File: src/rtl/wb_sdram_arbiter.sv
// Two-master round-robin Wishbone arbiter in front of an SDRAM controller slave port.
// A stalled slave is detected by a no-ack timeout that reports err to the waiting master.
module wb_sdram_arbiter #(
  parameter int DW      = 32,
  parameter int AW      = 32,
  parameter int TIMEOUT = 256
) (
  input  logic            wb_clk_i,
  input  logic            RESETN,
  input  logic            sdr_init_done,

  input  logic            m0_cyc_i,
  input  logic            m0_stb_i,
  input  logic            m0_we_i,
  input  logic [DW/8-1:0] m0_sel_i,
  input  logic [AW-1:0]   m0_addr_i,
  input  logic [DW-1:0]   m0_dat_i,
  output logic            m0_ack_o,
  output logic            m0_err_o,
  output logic [DW-1:0]   m0_dat_o,

  input  logic            m1_cyc_i,
  input  logic            m1_stb_i,
  input  logic            m1_we_i,
  input  logic [DW/8-1:0] m1_sel_i,
  input  logic [AW-1:0]   m1_addr_i,
  input  logic [DW-1:0]   m1_dat_i,
  output logic            m1_ack_o,
  output logic            m1_err_o,
  output logic [DW-1:0]   m1_dat_o,

  output logic            wb_cyc_o,
  output logic            wb_stb_o,
  output logic            wb_we_o,
  output logic [DW/8-1:0] wb_sel_o,
  output logic [AW-1:0]   wb_addr_o,
  output logic [DW-1:0]   wb_dat_o,
  input  logic            wb_ack_i,
  input  logic [DW-1:0]   wb_dat_i
);

  localparam int SW = DW / 8;
  localparam int CW = $clog2(TIMEOUT);
  localparam logic [CW-1:0] TMO_LAST = CW'(TIMEOUT - 1);

  typedef enum logic [1:0] {
    IDLE  = 2'd0,
    BUSY  = 2'd1,
    ERR   = 2'd2,
    DRAIN = 2'd3
  } state_t;

  state_t        state_reg, state_next;
  logic          grant_reg, grant_next;  // 0 selects m0, 1 selects m1
  logic          last_reg, last_next;
  logic [CW-1:0] tmo_reg, tmo_next;

  logic          g_cyc, g_stb, g_we;
  logic [SW-1:0] g_sel;
  logic [AW-1:0] g_addr;
  logic [DW-1:0] g_dat;

  assign g_cyc  = grant_reg ? m1_cyc_i  : m0_cyc_i;
  assign g_stb  = grant_reg ? m1_stb_i  : m0_stb_i;
  assign g_we   = grant_reg ? m1_we_i   : m0_we_i;
  assign g_sel  = grant_reg ? m1_sel_i  : m0_sel_i;
  assign g_addr = grant_reg ? m1_addr_i : m0_addr_i;
  assign g_dat  = grant_reg ? m1_dat_i  : m0_dat_i;

  always_ff @(posedge wb_clk_i or negedge RESETN) begin
    if (!RESETN) begin
      state_reg <= IDLE;
      grant_reg <= 1'b0;
      last_reg  <= 1'b1;
      tmo_reg   <= '0;
    end else begin
      state_reg <= state_next;
      grant_reg <= grant_next;
      last_reg  <= last_next;
      tmo_reg   <= tmo_next;
    end
  end

  always_comb begin
    state_next = state_reg;
    grant_next = grant_reg;
    last_next  = last_reg;
    tmo_next   = '0;
    case (state_reg)
      IDLE: begin
        if (sdr_init_done && (m0_cyc_i || m1_cyc_i)) begin
          state_next = BUSY;
          // Under contention the master that did not win last time goes first.
          grant_next = (m0_cyc_i && m1_cyc_i) ? ~last_reg : m1_cyc_i;
          last_next  = grant_next;
        end
      end
      BUSY: begin
        if (!g_cyc) begin
          state_next = IDLE;
        end else if (g_stb && !wb_ack_i) begin
          if (tmo_reg == TMO_LAST) state_next = ERR;
          else                     tmo_next   = tmo_reg + 1'b1;
        end
      end
      ERR:     state_next = DRAIN;
      DRAIN:   if (!g_cyc) state_next = IDLE;
      default: state_next = IDLE;
    endcase
  end

  always_comb begin
    wb_cyc_o  = 1'b0;
    wb_stb_o  = 1'b0;
    wb_we_o   = 1'b0;
    wb_sel_o  = '0;
    wb_addr_o = '0;
    wb_dat_o  = '0;
    m0_ack_o  = 1'b0;
    m0_err_o  = 1'b0;
    m0_dat_o  = '0;
    m1_ack_o  = 1'b0;
    m1_err_o  = 1'b0;
    m1_dat_o  = '0;
    case (state_reg)
      BUSY: begin
        wb_cyc_o  = g_cyc;
        wb_stb_o  = g_stb;
        wb_we_o   = g_we;
        wb_sel_o  = g_sel;
        wb_addr_o = g_addr;
        wb_dat_o  = g_dat;
        if (grant_reg) begin
          m1_ack_o = wb_ack_i;
          m1_dat_o = wb_dat_i;
        end else begin
          m0_ack_o = wb_ack_i;
          m0_dat_o = wb_dat_i;
        end
      end
      ERR: begin
        if (grant_reg) m1_err_o = 1'b1;
        else           m0_err_o = 1'b1;
      end
      default: ;
    endcase
  end

endmodule

File: config.mk
export PLATFORM = sky130hd
export DESIGN_NAME = wb_sdram_arbiter
export DESIGN_NICKNAME = d
export VERILOG_FILES = /design/src/rtl/wb_sdram_arbiter.sv
export SDC_FILE = /design/constraint.sdc
export NUM_CORES = 1
export LEC_CHECK = 0
export ABC_AREA = 1
export CORE_AREA = 2 2 123 125
export DETAILED_ROUTE_END_ITERATION = 10
export DIE_AREA = 0 0 125 127
export PLACE_DENSITY_LB_ADDON = 0.12
export SLEW_MARGIN = 25
export SYNTH_ARGS = -nofsm -noshare
export SYNTH_HDL_FRONTEND = slang
export SYNTH_SLANG_ARGS = --single-unit
File: constraint.sdc
create_clock -name wb_clk_i -period 1.6 [get_ports wb_clk_i]
set_clock_uncertainty 0.2 [all_clocks]
set_input_delay 0.24 -clock wb_clk_i [delete_from_list [all_inputs] [get_ports wb_clk_i]]
set_output_delay 0.24 -clock wb_clk_i [all_outputs]
set_load 0.02 [all_outputs]
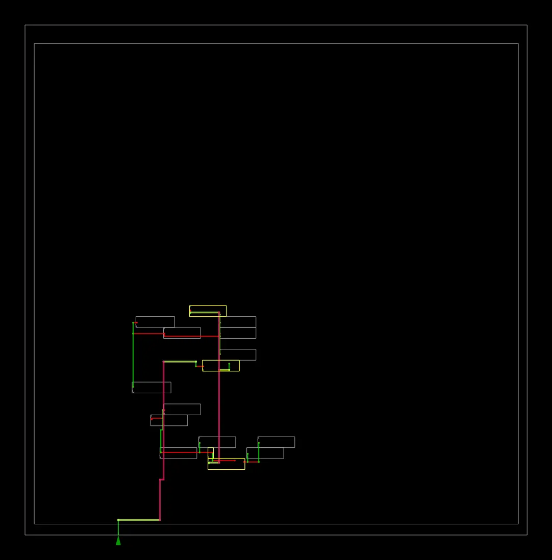
(images/clock_nets.png)
Worst-Skew Late Latency: 0.24 ns
Sink Count: 12
Num CTS Buffers: 3
clkbuf count: 4

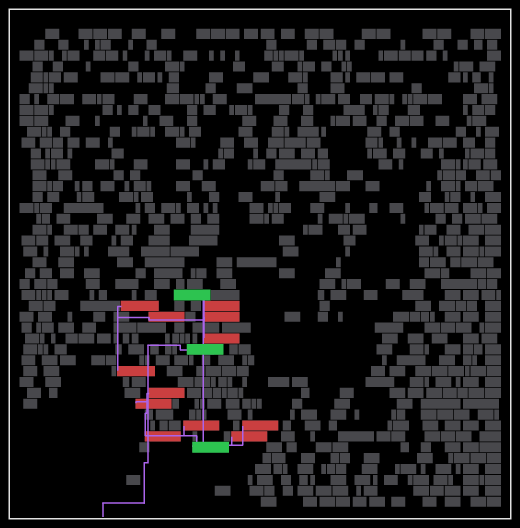
(images/clock_wires.png)
(4 px per um)
[red] flip-flops | count: 12
[purple] clock wires | length: 215 um
[green] clock-net drivers | count: 3
routed clock nets: 4
Clock group: 0.000460 W
clock network power share: 4.1%

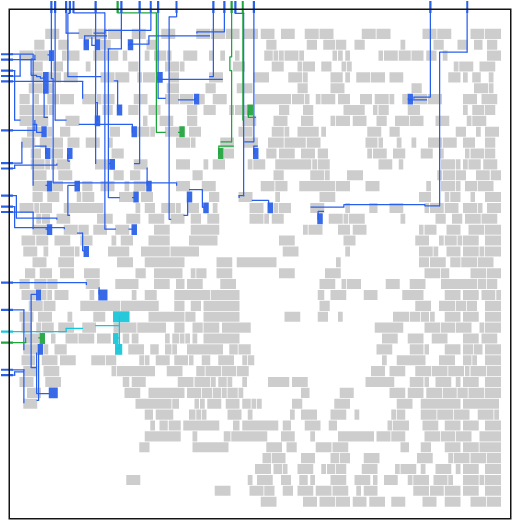
(images/port_trees.png)
(4 px per um)
[cyan] m0_cyc_i | bits: 1 | direction: input | edge: left | end cells: 3 | buffers: 1 | wire: 34.1 um
[green] m0_sel_i | bits: 4 | direction: input | edge: 3 top, 1 left | end cells: 4 | buffers: 4 | wire: 121 um
[blue] m0_dat_i | bits: 32 | direction: input | edge: 17 top, 15 left | end cells: 32 | buffers: 32 | wire: 1090 um
IO buf count: 316
Top Ports: 317

==> results.json <==
{
  "max_freq_mhz": 506,
  "inverters": 50,
  "syn_to_final_growth_pct": 248,
  "clkCellAreaFrac_pct": 1.11,
  "crit_chain": "inv_2 > nor2_4 > buf_6 > nand2_8 > buf_12 > buf_8 > nor2_4 > buf_6",
  "cts_resized": 639,
  "wl_met3_um": 943,
  "setup_viol": 148,
  "outcome": "finished, violations left",
  "grt_use_total_pct": 18.0,
  "placeableCoreArea_um2": 14400,
  "mi_logic_area_um2": 2290,
  "critical_path_class": "reg -> out",
  "setup_ws_ns": -0.378,
  "grtUsageMet2_pct": 35.3,
  "instances_no_fill": 966,
  "violations": "negative setup slack",
  "timing.slew.headroom_pct": 76.5,
  "nets": 962,
  "largest_area_cell": "nand2_1",
  "synth_flops": 12,
  "flop_area_um2": 303,
  "via_per_inst": 4.30,
  "sh_seq_area_pct": 4.26,
  "mostFrequentLayoutCells": "177 x clkdlybuf4s50_1, 142 x nand2_1, 89 x buf_4",
  "syn_inst": 427,
  "fin_crit_sh_pct": 124
}
Power and IR drop assume default switching activity.
